===== config.mk =====
export PLATFORM = sky130hd
export DESIGN_NAME = iter_multdiv_unit
export DESIGN_NICKNAME = d
export VERILOG_FILES = /design/src/rtl/iter_multdiv_unit.sv
export SDC_FILE = /design/constraint.sdc
export NUM_CORES = 1
export LEC_CHECK = 0
export CAP_MARGIN = 20
export CORE_MARGIN = 2
export CORE_UTILIZATION = 25
export DETAILED_ROUTE_END_ITERATION = 10
export PLACE_DENSITY = 0.53
export SYNTH_ARGS = -nofsm -noshare
export SYNTH_HDL_FRONTEND = slang
export SYNTH_SLANG_ARGS = --single-unit

===== constraint.sdc =====
create_clock -name clock -period 7.3 [get_ports clock]
set_input_delay 1.46 -clock clock [delete_from_list [all_inputs] [get_ports clock]]
set_output_delay 1.46 -clock clock [all_outputs]
set_load 0.02 [all_outputs]

===== src/rtl/iter_multdiv_unit.sv =====
// iter_multdiv_unit: tagged iterative signed multiply/divide for the execute stage.
// Works on operand magnitudes, one multiplier/quotient bit per clock. The sign
// fixup is folded into the last iteration edge.
// Optional build macro MD_EARLY_TERM_EN: multiply leaves RUN as soon as the
// remaining multiplier-magnitude bits are all zero. Divide timing is unaffected.
//
// state | meaning
// IDLE  | waiting for a request
// RUN   | iterating, one bit per edge
// DONE  | result held until the consumer takes it
module iter_multdiv_unit #(
  parameter int WIDTH = 32,
  parameter int TAG_W = 5
) (
  input  logic             clock,
  input  logic             reset,
  input  logic             in_valid,
  output logic             in_ready,
  input  logic             in_op,
  input  logic [WIDTH-1:0] in_a,
  input  logic [WIDTH-1:0] in_b,
  input  logic [TAG_W-1:0] in_tag,
  input  logic             flush,
  output logic             out_valid,
  input  logic             out_ready,
  output logic [WIDTH-1:0] out_result,
  output logic             out_exception,
  output logic [TAG_W-1:0] out_tag,
  output logic             busy
);

  localparam int CW = $clog2(WIDTH);
  localparam logic [CW-1:0] CNT_LAST = CW'(WIDTH - 1);

  typedef enum logic [1:0] {S_IDLE, S_RUN, S_DONE} state_t;

  state_t             state_q;
  logic               op_q, neg_q, valid_q, busy_q, exc_q;
  logic [TAG_W-1:0]   tag_q;
  logic [2*WIDTH-1:0] a_q, acc_q;
  logic [WIDTH-1:0]   b_q, res_q;
  logic [CW-1:0]      cnt_q;

  logic [WIDTH-1:0]   a_mag_d, b_mag_d;
  logic [2*WIDTH-1:0] shifted_d, acc_d, a_d, prod_d;
  logic [WIDTH:0]     diff_d, hi_d;
  logic [WIDTH-1:0]   b_d, quo_d, res_d;
  logic               exc_d, early_d, last_d, accept;

  assign a_mag_d = in_a[WIDTH-1] ? -in_a : in_a;
  assign b_mag_d = in_b[WIDTH-1] ? -in_b : in_b;

  // Multiply is done when no set multiplier bits remain beyond the one being processed.
`ifdef MD_EARLY_TERM_EN
  assign early_d = ~op_q & ~|b_q[WIDTH-1:1];
`else
  assign early_d = 1'b0;
`endif

  assign last_d   = (cnt_q == CNT_LAST) | early_d;
  assign in_ready = reset & ~flush & ((state_q == S_IDLE) | ((state_q == S_DONE) & out_ready));
  assign accept   = in_valid & in_ready;

  // One iteration step plus the signed result/exception that step would produce if it were last.
  always_comb begin
    shifted_d = {acc_q[2*WIDTH-2:0], 1'b0};
    diff_d    = {1'b0, shifted_d[2*WIDTH-1:WIDTH]} - {1'b0, b_q};
    acc_d     = acc_q;
    a_d       = a_q;
    b_d       = b_q;
    if (op_q) begin
      // restoring division: keep the trial subtraction only when it does not borrow
      acc_d = diff_d[WIDTH] ? shifted_d : {diff_d[WIDTH-1:0], shifted_d[WIDTH-1:1], 1'b1};
    end else begin
      acc_d = acc_q + (b_q[0] ? a_q : '0);
      a_d   = {a_q[2*WIDTH-2:0], 1'b0};
      b_d   = {1'b0, b_q[WIDTH-1:1]};
    end
    prod_d = neg_q ? -acc_d : acc_d;
    quo_d  = neg_q ? -acc_d[WIDTH-1:0] : acc_d[WIDTH-1:0];
    hi_d   = prod_d[2*WIDTH-1:WIDTH-1];
    if (op_q) begin
      res_d = quo_d;
      // only MIN_INT / -1 yields a positive quotient magnitude of 2^(WIDTH-1)
      exc_d = ~neg_q & acc_d[WIDTH-1];
    end else begin
      res_d = prod_d[WIDTH-1:0];
      exc_d = ~((&hi_d) | ~(|hi_d));
    end
  end

  // Control FSM with registered outputs; flush overrides everything except reset.
  always_ff @(posedge clock or negedge reset) begin
    if (!reset) begin
      state_q <= S_IDLE;
      op_q    <= 1'b0;
      neg_q   <= 1'b0;
      valid_q <= 1'b0;
      busy_q  <= 1'b0;
      exc_q   <= 1'b0;
      tag_q   <= '0;
      a_q     <= '0;
      acc_q   <= '0;
      b_q     <= '0;
      res_q   <= '0;
      cnt_q   <= '0;
    end else if (flush) begin
      state_q <= S_IDLE;
      valid_q <= 1'b0;
      busy_q  <= 1'b0;
      cnt_q   <= '0;
    end else if (accept) begin
      op_q  <= in_op;
      neg_q <= in_a[WIDTH-1] ^ in_b[WIDTH-1];
      tag_q <= in_tag;
      a_q   <= {{WIDTH{1'b0}}, a_mag_d};
      b_q   <= b_mag_d;
      acc_q <= in_op ? {{WIDTH{1'b0}}, a_mag_d} : '0;
      cnt_q <= '0;
      if (in_op && (in_b == '0)) begin
        state_q <= S_DONE;
        valid_q <= 1'b1;
        busy_q  <= 1'b0;
        res_q   <= '0;
        exc_q   <= 1'b1;
      end else begin
        state_q <= S_RUN;
        valid_q <= 1'b0;
        busy_q  <= 1'b1;
      end
    end else begin
      case (state_q)
        S_RUN: begin
          acc_q <= acc_d;
          a_q   <= a_d;
          b_q   <= b_d;
          if (last_d) begin
            state_q <= S_DONE;
            valid_q <= 1'b1;
            busy_q  <= 1'b0;
            res_q   <= res_d;
            exc_q   <= exc_d;
            cnt_q   <= '0;
          end else begin
            cnt_q <= cnt_q + CW'(1);
          end
        end
        S_DONE: begin
          if (out_ready) begin
            state_q <= S_IDLE;
            valid_q <= 1'b0;
          end
        end
        default: ;
      endcase
    end
  end

  assign out_valid     = valid_q;
  assign out_result    = res_q;
  assign out_exception = exc_q;
  assign out_tag       = tag_q;
  assign busy          = busy_q;

endmodule


met2.png
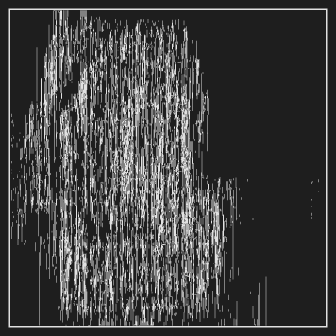
wire length on this layer: 31.4 mm
main direction: vertical
share of all routed wire: 46%
longest straight run: 109 um
M2 GR Usage: 27.7%
Vias: 18900
WL final: 68700 um

met1.png
Scale bar: 100 um.
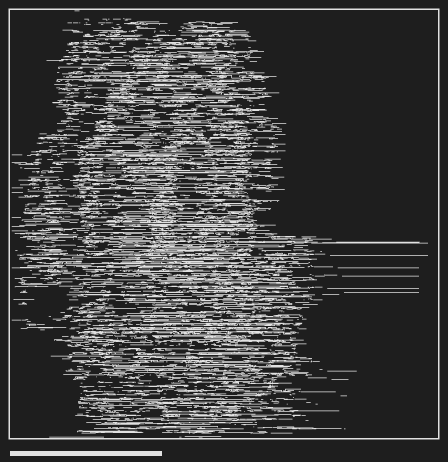
share of all routed wire: 48%
wire length on this layer: 33.0 mm
met1 usage: 24.3%

==> flow_metrics.py <==
# Physical implementation metrics
metrics = {
    "drt": {
        "wl_met1_um": 33000,
        "wl_met3_um": 3030,
        "met2_length_um": 31400,
        "ant_nets": 0,
        "firstDrtPassIters": 6,
        "dr.max_layer_used": "met4",
        "avgViaCountPerCell": 5.24,
    },
    "die": {
        "rows": 101,
        "initCoreUtil_pct": 25.3,
    },
    "run": {
        "warnings": 31,
    },
    "grt": {
        "grt_pass1_wl_um": 107000,
        "grt_pass1_vias": 18000,
    },
    "yosys": {
        "ys_sh_aoi_pct": 28.6,
        "ys_sh_simple_pct": 23.6,
        "synth_xor_xnor_area_share_pct": 7.53,
        "yosys_warnings": 0,
        "yosys_cells": 2529,
        "yosysUniqueCellTypes": 103,
        "synthArstFlopShare_pct": 100,
        "ys_sh_mux_pct": 1.87,
        "syn_area_um2": 19300,
    },
    "clock_tree": {
        "cts_setup_buffers": 0,
        "worstSkewPairLatency_ns": 0.57,
        "hold_buffers": 0,
        "htreeDepth": 1,
        "numCtsBuffers": 25,
        "root_buffer": "clkbuf_16",
    },
    "sta": {
        "rsz0062_at_grt": "no",
        "hold_viol_final": 0,
        "finalClockPeriodUsage_pct": 92.7,
        "setup_violations": 0,
        "max_freq_mhz": 148,
        "relSlewSlack_pct": 30.5,
        "timing.hold.ws_ns": 0.476,
    },
    "critical_path": {
        "reg2reg_to": "out_exception",
        "reg2reg_depth": 26,
        "cp_max_fo": 6,
        "critPathMaxStageDelay_ns": 0.62,
        "r2r_setup_slack_ns": 0.53,
        "cp-start-kind": "flip-flop",
    },
    "hold_path": {
        "hp-class": "reg2reg",
    },
    "placement": {
        "gp_congestion": 0.926,
        "post-dp-hpwl_um": 53100,
    },
    "final_layout": {
        "stdcell_count": 3609,
        "drive_gt1_share_pct": 5.27,
        "area_growth_pct": 15.5,
        "nets": 2743,
        "nFillCells": 8299,
    },
    "run_status": {
        "status": "finished clean",
    },
}
final_congestion.png
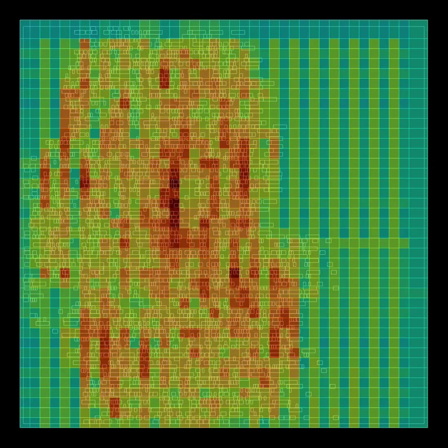
met3 GRT Util: 1.18%
GR peak layer: met2
routed length per placed instance: 19.0 um
GR Util All Layers: 17.0%
fin util: 29.3%

[layout make-up]
class,instances,area share [%]
tap,1030,5.78
timing repair buffer,147,6.31
inverter,79,1.33
clock buffer,35,3.11
multi-input combinational,2101,59.5
clock inverter,9,0.589
sequential,208,23.4
[state kept, by name (all words and copies together), names as in the netlist]
register       flops
op_q               1
busy               1
out_result        32
cnt_q              5
acc_q             64
out_tag            5
out_exception      1
b_q               32
state_q            2
neg_q              1
a_q               64
[report_power, final]
part / internal, mW / switching [mW] / total (mW)
Sequential: 1.43 / 0.360 / 1.79
Clock: 0.766 / 0.539 / 1.30
Combinational: 2.58 / 4.61 / 7.19
[critical path, delay by kind of cell (launching register included)]
kind / cells / cell delay [ns]
and+or+nand+nor: 12 / 3.22
DFF: 1 / 0.40
xor gates and xnor gates: 1 / 0.15
buffers and inverters: 4 / 0.39
adders and majority gates: 3 / 0.84
AOI/OAI and AO/OA: 6 / 1.61
[metrics by stage]
stage          instance area, um^2  setup WS [ns]
2_1_floorplan                19300          0.491
3_3_place_gp                 21500          0.710
3_5_place_dp                 21500          0.627
4_1_cts                      22300          0.570
5_1_grt                      22300         0.0881
6_report                     22300          0.532
[synth_stat cells, types with 48 or more instances]
| library cell | instances | share of area, % |
|---|---|---|
| o21ai_0 | 252 | 6.5 |
| and2_1 | 75 | 2.4 |
| nand3_1 | 54 | 1.4 |
| nor2_1 | 209 | 4.1 |
| a21oi_1 | 214 | 5.5 |
| clkbuf_1 | 107 | 2.1 |
| nor3_1 | 48 | 1.2 |
| xor2_1 | 99 | 4.5 |
| a22o_1 | 51 | 2.3 |
| nand2_1 | 351 | 6.8 |
| inv_1 | 79 | 1.5 |
| xnor2_1 | 67 | 3.0 |
| ha_1 | 104 | 6.7 |
| dfrtp_1 | 208 | 27 |
